Run 1, metal 1:
Bar = 20 um.
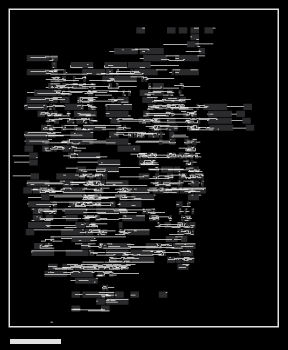
Run 1, signal wires on met2:
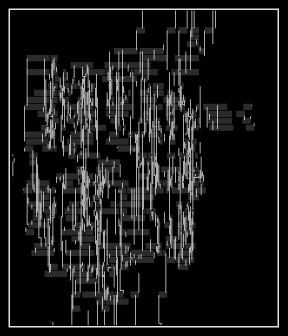
Run 1, met3 routing:
Bar = 20 um.
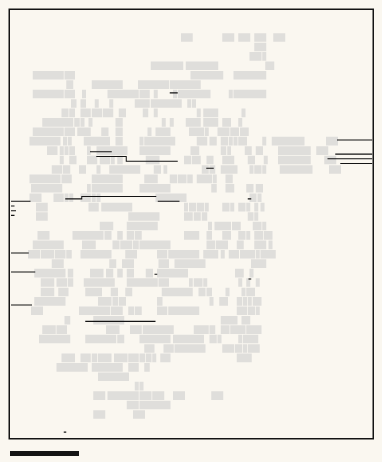
--- config.mk ---
export PLATFORM = sky130hd
export DESIGN_NAME = seven_seg_scan_driver
export DESIGN_NICKNAME = d
export VERILOG_FILES = /design/src/rtl/seven_seg_pkg.sv /design/src/rtl/bcd_digit_to_seg.sv /design/src/rtl/seven_seg_scan_driver.sv
export SDC_FILE = /design/constraint.sdc
export NUM_CORES = 1
export LEC_CHECK = 0
export CAP_MARGIN = 20
export CORE_ASPECT_RATIO = 1.2
export CORE_MARGIN = 5
export CORE_UTILIZATION = 30
export DETAILED_ROUTE_END_ITERATION = 12
export PLACE_DENSITY = 0.53
export SLEW_MARGIN = 5
export SYNTH_ARGS = -nofsm -noshare
export SYNTH_HDL_FRONTEND = slang
export SYNTH_HIERARCHICAL = 1
export SYNTH_SLANG_ARGS = --single-unit
--- constraint.sdc ---
create_clock -name clk -period 7.1 [get_ports clk]
set_clock_uncertainty 0.05 [all_clocks]
set_input_delay 0.71 -clock clk [delete_from_list [all_inputs] [get_ports clk]]
set_output_delay 0.71 -clock clk [all_outputs]
set_load 0.1 [all_outputs]
--- src/rtl/seven_seg_pkg.sv ---
// Shared definitions for the three-digit seven-segment scan driver:
// digit count, active-low glyph patterns and the digit-slot index type.
package seven_seg_pkg;

    localparam int NUM_DIGITS = 3;

    // Active-low segment patterns, bit order {g,f,e,d,c,b,a}
    localparam logic [6:0] SEG_0    = 7'b1000000;
    localparam logic [6:0] SEG_1    = 7'b1111001;
    localparam logic [6:0] SEG_2    = 7'b0100100;
    localparam logic [6:0] SEG_3    = 7'b0110000;
    localparam logic [6:0] SEG_4    = 7'b0011001;
    localparam logic [6:0] SEG_5    = 7'b0010010;
    localparam logic [6:0] SEG_6    = 7'b0000010;
    localparam logic [6:0] SEG_7    = 7'b1111000;
    localparam logic [6:0] SEG_8    = 7'b0000000;
    localparam logic [6:0] SEG_9    = 7'b0010000;
    localparam logic [6:0] SEG_DASH = 7'b0111111;
    localparam logic [6:0] SEG_OFF  = 7'b1111111;

    // Which digit currently owns the display
    typedef enum logic [1:0] {
        DIGIT_ONES     = 2'd0,
        DIGIT_TENS     = 2'd1,
        DIGIT_HUNDREDS = 2'd2
    } digit_idx_t;

endpackage

--- src/rtl/bcd_digit_to_seg.sv ---
// Combinational BCD nibble to active-low seven-segment glyph.
// Any nibble outside 0..9 is shown as a dash so bad data is visible.
module bcd_digit_to_seg
    import seven_seg_pkg::*;
(
    input  logic [3:0] nibble,
    output logic [6:0] seg_n
);

    // Glyph lookup; non-decimal codes fall through to the dash
    always_comb begin
        seg_n = SEG_DASH;
        case (nibble)
            4'd0:    seg_n = SEG_0;
            4'd1:    seg_n = SEG_1;
            4'd2:    seg_n = SEG_2;
            4'd3:    seg_n = SEG_3;
            4'd4:    seg_n = SEG_4;
            4'd5:    seg_n = SEG_5;
            4'd6:    seg_n = SEG_6;
            4'd7:    seg_n = SEG_7;
            4'd8:    seg_n = SEG_8;
            4'd9:    seg_n = SEG_9;
            default: seg_n = SEG_DASH;
        endcase
    end

endmodule

--- src/rtl/seven_seg_scan_driver.sv ---
// Time-multiplexed driver for a 3-digit common-anode display.
// A prescaler divides each digit slot; new BCD words are held pending and
// only copied to the display register at the frame boundary so a frame is
// never torn. Each slot begins with a dead time to suppress ghosting.
module seven_seg_scan_driver
    import seven_seg_pkg::*;
#(
    parameter int REFRESH_DIV = 50000,
    parameter int DEAD_CYCLES = 2
) (
    input  logic                  clk,
    input  logic                  rst,
    input  logic [11:0]           bcd_in,
    input  logic                  bcd_load,
    input  logic                  blank_lz,
    output logic [NUM_DIGITS-1:0] an_n,
    output logic [6:0]            seg_n,
    output logic                  frame_start
);

    localparam int PCNT_W = (REFRESH_DIV > 1) ? $clog2(REFRESH_DIV) : 1;
    localparam logic [PCNT_W-1:0] PCNT_MAX = PCNT_W'(REFRESH_DIV - 1);
    localparam logic [PCNT_W-1:0] DEAD_LIM = PCNT_W'(DEAD_CYCLES);

    logic [PCNT_W-1:0]     pcnt;
    digit_idx_t            idx;
    digit_idx_t            idx_next;
    logic [11:0]           disp;
    logic [11:0]           pend;
    logic                  pend_v;
    logic                  slot_end;
    logic                  boundary;
    logic [6:0]            glyph_ones;
    logic [6:0]            glyph_tens;
    logic [6:0]            glyph_hund;
    logic                  blank_hund;
    logic                  blank_tens;
    logic [NUM_DIGITS-1:0] an_next;
    logic [6:0]            seg_next;

    assign slot_end = (pcnt == PCNT_MAX);
    assign boundary = slot_end && (idx == DIGIT_HUNDREDS);

    // Digit sequence ones -> tens -> hundreds -> ones
    always_comb begin
        idx_next = DIGIT_ONES;
        case (idx)
            DIGIT_ONES:     idx_next = DIGIT_TENS;
            DIGIT_TENS:     idx_next = DIGIT_HUNDREDS;
            default:        idx_next = DIGIT_ONES;
        endcase
    end

    // Prescaler and digit index; the index steps when a slot expires
    always_ff @(posedge clk or posedge rst) begin
        if (rst) begin
            pcnt <= '0;
            idx  <= DIGIT_ONES;
        end else if (slot_end) begin
            pcnt <= '0;
            idx  <= idx_next;
        end else begin
            pcnt <= pcnt + 1'b1;
        end
    end

    // Pending/display capture: loads wait in pend until the frame boundary,
    // except a load landing on the boundary itself goes straight to disp
    always_ff @(posedge clk or posedge rst) begin
        if (rst) begin
            pend   <= '0;
            pend_v <= 1'b0;
            disp   <= '0;
        end else if (boundary) begin
            if (bcd_load) begin
                disp <= bcd_in;
            end else if (pend_v) begin
                disp <= pend;
            end
            pend_v <= 1'b0;
        end else if (bcd_load) begin
            pend   <= bcd_in;
            pend_v <= 1'b1;
        end
    end

    bcd_digit_to_seg u_ones (.nibble(disp[3:0]),  .seg_n(glyph_ones));
    bcd_digit_to_seg u_tens (.nibble(disp[7:4]),  .seg_n(glyph_tens));
    bcd_digit_to_seg u_hund (.nibble(disp[11:8]), .seg_n(glyph_hund));

    // Leading-zero blanking only treats a true 0 nibble as zero
    assign blank_hund = blank_lz && (disp[11:8] == 4'd0);
    assign blank_tens = blank_hund && (disp[7:4] == 4'd0);

    // Next anode/segment pattern: dark during dead time, else the active digit
    always_comb begin
        an_next  = '1;
        seg_next = SEG_OFF;
        if (pcnt >= DEAD_LIM) begin
            case (idx)
                DIGIT_ONES: begin
                    an_next  = 3'b110;
                    seg_next = glyph_ones;
                end
                DIGIT_TENS: begin
                    an_next  = 3'b101;
                    seg_next = blank_tens ? SEG_OFF : glyph_tens;
                end
                DIGIT_HUNDREDS: begin
                    an_next  = 3'b011;
                    seg_next = blank_hund ? SEG_OFF : glyph_hund;
                end
                default: begin
                    an_next  = '1;
                    seg_next = SEG_OFF;
                end
            endcase
        end
    end

    // Registered outputs so the pins are glitch-free; frame_start marks the
    // cycle after the display register was refreshed
    always_ff @(posedge clk or posedge rst) begin
        if (rst) begin
            an_n        <= '1;
            seg_n       <= SEG_OFF;
            frame_start <= 1'b0;
        end else begin
            an_n        <= an_next;
            seg_n       <= seg_next;
            frame_start <= boundary;
        end
    end

endmodule

==> metrics.log, run 1 <==
[report] implementation figures
[metrics] H-tree depth reported by CTS: 2
[metrics] required time reported for the critical path endpoint: about 7.2 ns
[metrics] end point of the most critical hold path: pcnt[11]$_DFF_PP0_
[metrics] number of clock sinks: between 50 and 60
[metrics] list of most frequent post-synthesis cells: 44 x dfrtp_1, 31 x nor2_1, 23 x inv_1, 19 x nand2_1, 18 x a21oi_1
[metrics] Most common reg cell: dfrtp_1
[metrics] register cell area after layout: between 1000 and 1500 sq um
[metrics] count of library flops with an enable pin: 0
[metrics] P_comb: roughly 0.00013 W
[metrics] drt first pass iters: 5
[metrics] accumulated negative setup slack: 0 ns
[metrics] via count of the first global-routing pass: about 2300
[metrics] vertical extent of the die: 124 um
[metrics] most used logic cell in the final layout: dfrtp_1
[metrics] origin of the worst min-delay path: pcnt[11]$_DFF_PP0_
[metrics] Critical Path Source Type: register
[metrics] Hold Path Depth: 1
[metrics] pre-CTS worst setup slack: around 4 ns
[metrics] slew of the pin with the lowest slew margin: 0.976 ns
[metrics] power dissipated by switching net loads: between 0.0002 and 0.00025 W
[metrics] crit-path most repeated cell: nand2_2
[metrics] initial antenna violation count: 0
[metrics] buffering stage count on the worst path with inverters included: 0
[metrics] period utilization: between 40% and 50%
[metrics] switch share: ~28%
[metrics] remaining design rule violation count: 0
[metrics] reported leakage power: 1.66 nW
[metrics] placed wire-length estimate after detailed placement: 4.77 mm
[metrics] number of warning messages in the logs: 39
[metrics] utilization after layout: between 30% and 40%
[metrics] startpoint of the worst setup timing path: pcnt[13]$_DFF_PP0_
[metrics] Multi-input gate area: about 1600 sq um
[metrics] cell depth of the worst flop-to-flop path: 5
[metrics] crit-path max FO: 18
[metrics] Clock group: about 0.00024 W
[metrics] Synth area leader: dfrtp_1
[metrics] Post-CTS Hold Fix Bufs: 0
[metrics] fillcell total: 1066
[metrics] class of the worst hold path: register to register
[metrics] Root Buffer Master: clkbuf_16
[metrics] max-slew violation count: 0
[metrics] number of cells in the design after placement: roughly 460
[metrics] floorplan utilization: 30.6%
[metrics] biggest area consumer among cell classes: combinational gates
[metrics] detail-routed via count per cell: 4.94
[metrics] number of instances resized during post-cts repair: 0
[metrics] clk tree area frac: 4.02%
[metrics] clock tree from TritonCTS: yes
[metrics] terminus of the critical flop-to-flop path: pend[0]$_DFFE_PP0P_
[metrics] Worst IR Drop VDD: between 0.1 and 0.15 mV
[metrics] worst slew margin relative to its limit: a little over a third
[metrics] biggest area cells: dfrtp_1 34%, dfstp_2 8.2%, ha_1 6.6%
[metrics] maximum number of pins on one net before global-route repair: between 50 and 60
[metrics] post-synthesis sequential area ratio: 42.3%
[metrics] global-route usage over all layers: a little over a tenth
[metrics] WL final: approximately 6.5 mm
[metrics] total number of tap cells: approximately 130
[metrics] tally of nets with antenna violations remaining after routing: 0
[metrics] hold slack final: 0.443 ns
[metrics] final tally of hold violations: 0
[metrics] share of layout cells above drive strength 1: between 10% and 20%
[metrics] latest clock arrival within the worst-skew pair: 0.29 ns
[metrics] Post-Layout Inst Area: 3670 sq um
[metrics] Die Outline Area: around 13000 sq um
[metrics] total power of the final layout: 0.000722 W
[metrics] post-detailed-route wirelength per cell: approximately 14 um
[metrics] global-route wire length before repair: ~11 mm
[metrics] path length in cells of the critical path: 5
[metrics] Internal Power: around 0.00052 W
[metrics] fraction of post-synthesis cell area in the top cell type by area: about a third
[metrics] library cells used by synthesis: between 40 and 50
[metrics] power per cell area: 197 nW/um^2
[metrics] R2R Path Start: pcnt[13]$_DFF_PP0_
[metrics] Arr. time, crit path: 3.20 ns
[metrics] cells along the critical path: or4_4, nor4_4, nand2_2, nand2_2, mux2_2
[metrics] Cell Rows: just over 40
[metrics] cells in synth_stat.txt: roughly 330
[metrics] number of max-capacitance violations reported: 0
[metrics] Nets at Floorplan: roughly 360
[metrics] final net count: approximately 370
[metrics] last element of the critical path: pend[0]$_DFFE_PP0P_
[metrics] tally of yosys warning messages: 6
[metrics] final critical path time including I/O delays and setup: between 3 and 4 ns
[metrics] cell with the most instances after synthesis: dfrtp_1
[metrics] # Post-CTS Setup Buffers: 0
[metrics] proportion of cell area occupied by multi-input gates: between 40 and 50%
[metrics] final setup violation count: 0
[metrics] RSZ-0062 raised after global routing: no
[metrics] RD Place Congestion: around 0.8
[metrics] start-to-end type of the worst setup path: register to register
[metrics] number of synthesized register bits: roughly 54
[metrics] number of primary I/O pins: 27
[metrics] combinational group share of total power: between 10% and 20%
[metrics] layout buffer count excluding clock buffers: 27
[metrics] gate family responsible for the most delay along the worst path: simple AND/OR/NAND/NOR gates
[metrics] Core Area: roughly 11000 sq um
[metrics] horizontal die dimension: around 100 um
[metrics] commonest non-fill, non-tap cells in the layout: 44 x dfrtp_1, 31 x nor2_1, 26 x clkdlybuf4s50_1, 22 x inv_1, 19 x nand2_1
[metrics] Final WS setup: between 4 and 5 ns
[metrics] dominant power group: registers
[metrics] post-synthesis cell area: roughly 3200 sq um
[metrics] run status: finished, final reports clean
[metrics] slowest CP cell: nor4_4
[metrics] maximum cell stage delay along the critical path: ~0.84 ns
[metrics] asr flop ratio synth: 100%
[metrics] maximum buffer depth of the clock tree: 2
## Picture notes: 'metal 1'
longest straight run = 29.4 um
share of all routed wire = 46%
nets with wire on the layer = 331

## Picture notes: 'signal wires on met2'
main direction = vertical
longest straight run = 45.6 um
nets with wire on the layer = 297
share of all routed wire = 49%
wire length on this layer = 3200 um

## Picture notes: 'met3 routing'
share of all routed wire = 2.4%
wire length on this layer = 155 um
nets with wire on the layer = 16
longest straight run = 21.4 um
main direction = horizontal

run 1: logic make-up (layout without fill, tap and decap cells):
group                      count (synthesis)  after routing  synth area share, %
DFF                                       54             54                 42.3
adders and majority gates                 17             17                 6.60
AOI/OAI and AO/OA                         64             64                 13.1
buffers and inverters                     41             58                 6.68
muxes                                     17             17                 5.82
xor gates and xnor gates                  14             14                 3.80
and+or+nand+nor                          118            118                 21.7
run 1: layer usage:
metal  up-vias  track usage, %  part of all wire (%)
li1       1173               -                     -
met1      1118            13.4                    46
met2        24            18.1                    49
met3        10            2.09                   2.4
met4         0            5.28                   2.4
met5         -               0                     0
run 1: state kept, by name, indices dropped and copies added (netlist names):
signal and count:
pend 12, an_n 3, idx 2, frame_start 1, disp 12, pend_v 1
seg_n 7, pcnt 16
Run 1, register map, names as in the netlist:
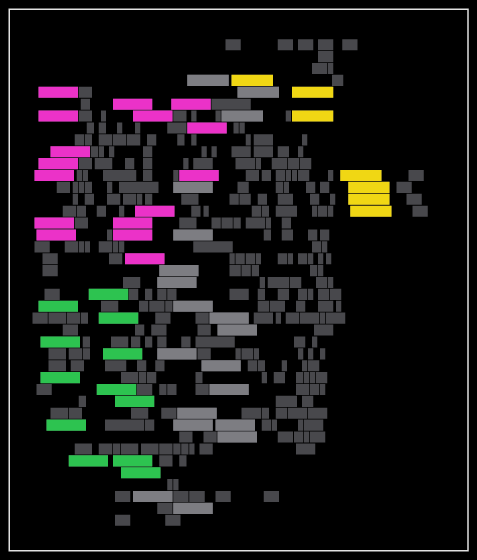

==> run 2: changes to the inputs <==
--- a/config.mk
+++ b/config.mk
@@ -10,7 +10,7 @@
 export CORE_MARGIN = 5
 export CORE_UTILIZATION = 30
 export DETAILED_ROUTE_END_ITERATION = 12
-export PLACE_DENSITY = 0.53
+export PLACE_DENSITY = 0.54
 export SLEW_MARGIN = 5
 export SYNTH_ARGS = -nofsm -noshare
 export SYNTH_HDL_FRONTEND = slang
==> constraint.sdc (replaced) <==
create_clock -name clk -period 2.5 [get_ports clk]
set_clock_uncertainty 0.05 [all_clocks]
set_input_delay 0.25 -clock clk [delete_from_list [all_inputs] [get_ports clk]]
set_output_delay 0.25 -clock clk [all_outputs]
set_load 0.1 [all_outputs]
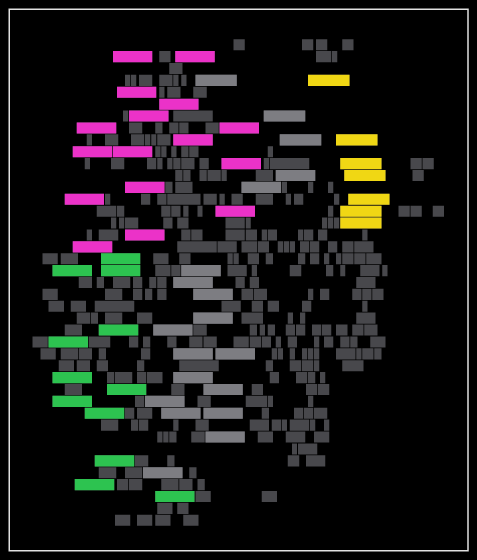
Run 2: register map, names as in the netlist
green -> pend  # flops 12
yellow -> seg_n  # flops 7
magenta -> pcnt  # flops 16

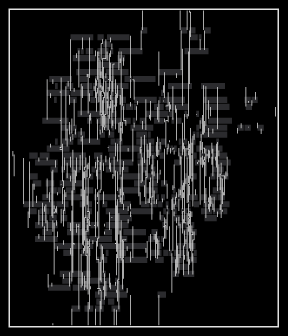
Run 2: signal wires on met2
share of all routed wire = 49%
nets with wire on the layer = 303
longest straight run = 47.9 um

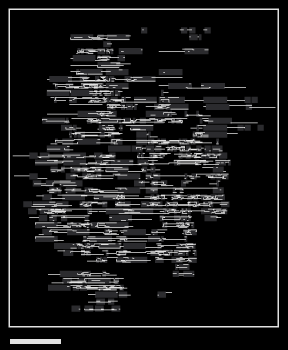
Run 2: metal 1
Bar = 20 um.
longest straight run = 30.4 um
main direction = horizontal
nets with wire on the layer = 341
share of all routed wire = 45%

==> run 2 against run 1 <==
Effect of this change: clock power rose to 2.8 times the previous value; count of clock-buffer cells in the layout did not move; sequential share of layout area fell by 0.18 points; critical path type unchanged; largest power group unchanged.
==> metrics.log, run 2 <==
[report] implementation figures
[metrics] run status: finished, final reports clean
[metrics] H-tree depth reported by CTS: 2 (unchanged)
[metrics] Post-CTS Hold Fix Bufs: 0 (unchanged)
[metrics] most used logic cell in the final layout: dfrtp_1
[metrics] post-synthesis sequential area ratio: 42.3% (unchanged)
[metrics] global-route wire length before repair: 11.6 mm (+3.2%)
[metrics] Nets at Floorplan: 358 (unchanged)
[metrics] number of instances resized during post-cts repair: 0 (unchanged)
[metrics] Arr. time, crit path: 2.37 ns (-0.83 ns)
[metrics] area share of and-or/or-and cells after synthesis: 13.1% (unchanged)
[metrics] placed wire-length estimate after detailed placement: 5.18 mm (+8.8%)
[metrics] WL final: 6.76 mm (+3.4%)
[metrics] startpoint of the worst setup timing path: pcnt[13]$_DFF_PP0_
[metrics] list of most frequent post-synthesis cells: 44 x dfrtp_1, 31 x nor2_1, 23 x inv_1, 19 x nand2_1, 18 x a21oi_1
[metrics] cell depth of the worst flop-to-flop path: 7 (+2)
[metrics] total power of the final layout: 0.00205 W (+180%)
[metrics] horizontal die dimension: 105 um (unchanged)
[metrics] mux share: 5.82% (unchanged)
[metrics] pre-CTS worst setup slack: 0.269 ns (-3.75 ns)
[metrics] floorplan utilization: 30.6% (unchanged)
[metrics] via count of the first global-routing pass: 2375 (+1.7%)
[metrics] # Post-CTS Setup Buffers: 0 (unchanged)
[metrics] power per cell area: 555 nW/um^2 (+180%)
[metrics] RD Place Congestion: 0.807 (+1.5%)
[metrics] vertical extent of the die: 124 um (unchanged)
[metrics] share of layout cells above drive strength 1: 17.2% (+4.7 points)
[metrics] final net count: 380 (+1.6%)
[metrics] Cell Rows: 41 (unchanged)
[metrics] library cells used by synthesis: 43 (unchanged)
[metrics] asr flop ratio synth: 100% (unchanged)
[metrics] number of synthesized register bits: 54 (unchanged)
[metrics] Top reg by flops: pcnt
[metrics] cells along the critical path: or4_4, nor4_4, nand2_2, buf_4, inv_1, o21ai_1, o2bb2ai_1
[metrics] registers with the most flip-flops: pcnt (16), disp (12), pend (12)
[metrics] number of warning messages in the logs: 39 (unchanged)
[metrics] class of the worst hold path: input port to async pin
[metrics] cell with the most instances after synthesis: dfrtp_1
[metrics] count of library flops with an enable pin: 0 (unchanged)
[metrics] period utilization: 90.0% (+47 points)
[metrics] latest clock arrival within the worst-skew pair: 0.29 ns (about the same)
[metrics] accumulated negative setup slack: 0 ns (unchanged)
[metrics] R2R Path Start: pcnt[13]$_DFF_PP0_
[metrics] post-detailed-route wirelength per cell: 14.2 um (+2.1%)
[metrics] final tally of hold violations: 0 (unchanged)
[metrics] number of clock sinks: 54 (unchanged)
[metrics] buffering stage count on the worst path with inverters included: 2 (+2)
[metrics] register cell area after layout: 1360 sq um (unchanged)
[metrics] share of the synthesized netlist area taken by xor and xnor gates: 3.80% (unchanged)
[metrics] terminus of the critical flop-to-flop path: disp[9]$_DFFE_PP0P_
[metrics] hold slack final: 0.212 ns (-0.230 ns)
[metrics] number of primary I/O pins: 27 (unchanged)
[metrics] slowest CP cell: or4_4
[metrics] tally of yosys warning messages: 6 (unchanged)
[metrics] gate family responsible for the most delay along the worst path: simple AND/OR/NAND/NOR gates
[metrics] number of cells in the design after placement: 469 (+1.3%)
[metrics] Post-Layout Inst Area: 3690 sq um (+0.48%)
[metrics] detail-routed via count per cell: 4.96 (+0.57%)
[metrics] RSZ-0062 raised after global routing: no
[metrics] maximum buffer depth of the clock tree: 2 (unchanged)
[metrics] maximum cell stage delay along the critical path: 0.57 ns (-0.27 ns)
[metrics] last element of the critical path: disp[9]$_DFFE_PP0P_
[run 2: area by class of cell]
class	instances	share of cell area (%)
clock inverter	1	0.136
inverter	23	2.34
tap	129	4.38
multi-input combinational	230	44.6
timing repair buffer	33	7.73
clock buffer	7	3.87
sequential	54	37.0
[run 2: power breakdown]
part	switching [W]	leakage [nW]	internal, W	total (W)
combinational	0.000229	0.975	0.000147	0.000376
clock	0.000292	0.0739	0.000397	0.000689
sequential	0.0000502	0.650	0.000930	0.000980
[run 2: per-layer routing]
metal | routed length, um | vias to the layer above | track usage, % | part of all wire (%)
met3 | 174 | 15 | 1.98 | 2.6
met1 | 3050 | 1143 | 13.6 | 45
li1 | - | 1180 | - | -
met2 | 3330 | 30 | 18.7 | 49
met5 | 0 | - | 0 | 0
met4 | 208 | 0 | 5.28 | 3.1
No activity file was given, so power comes from the tool's default toggle rates.
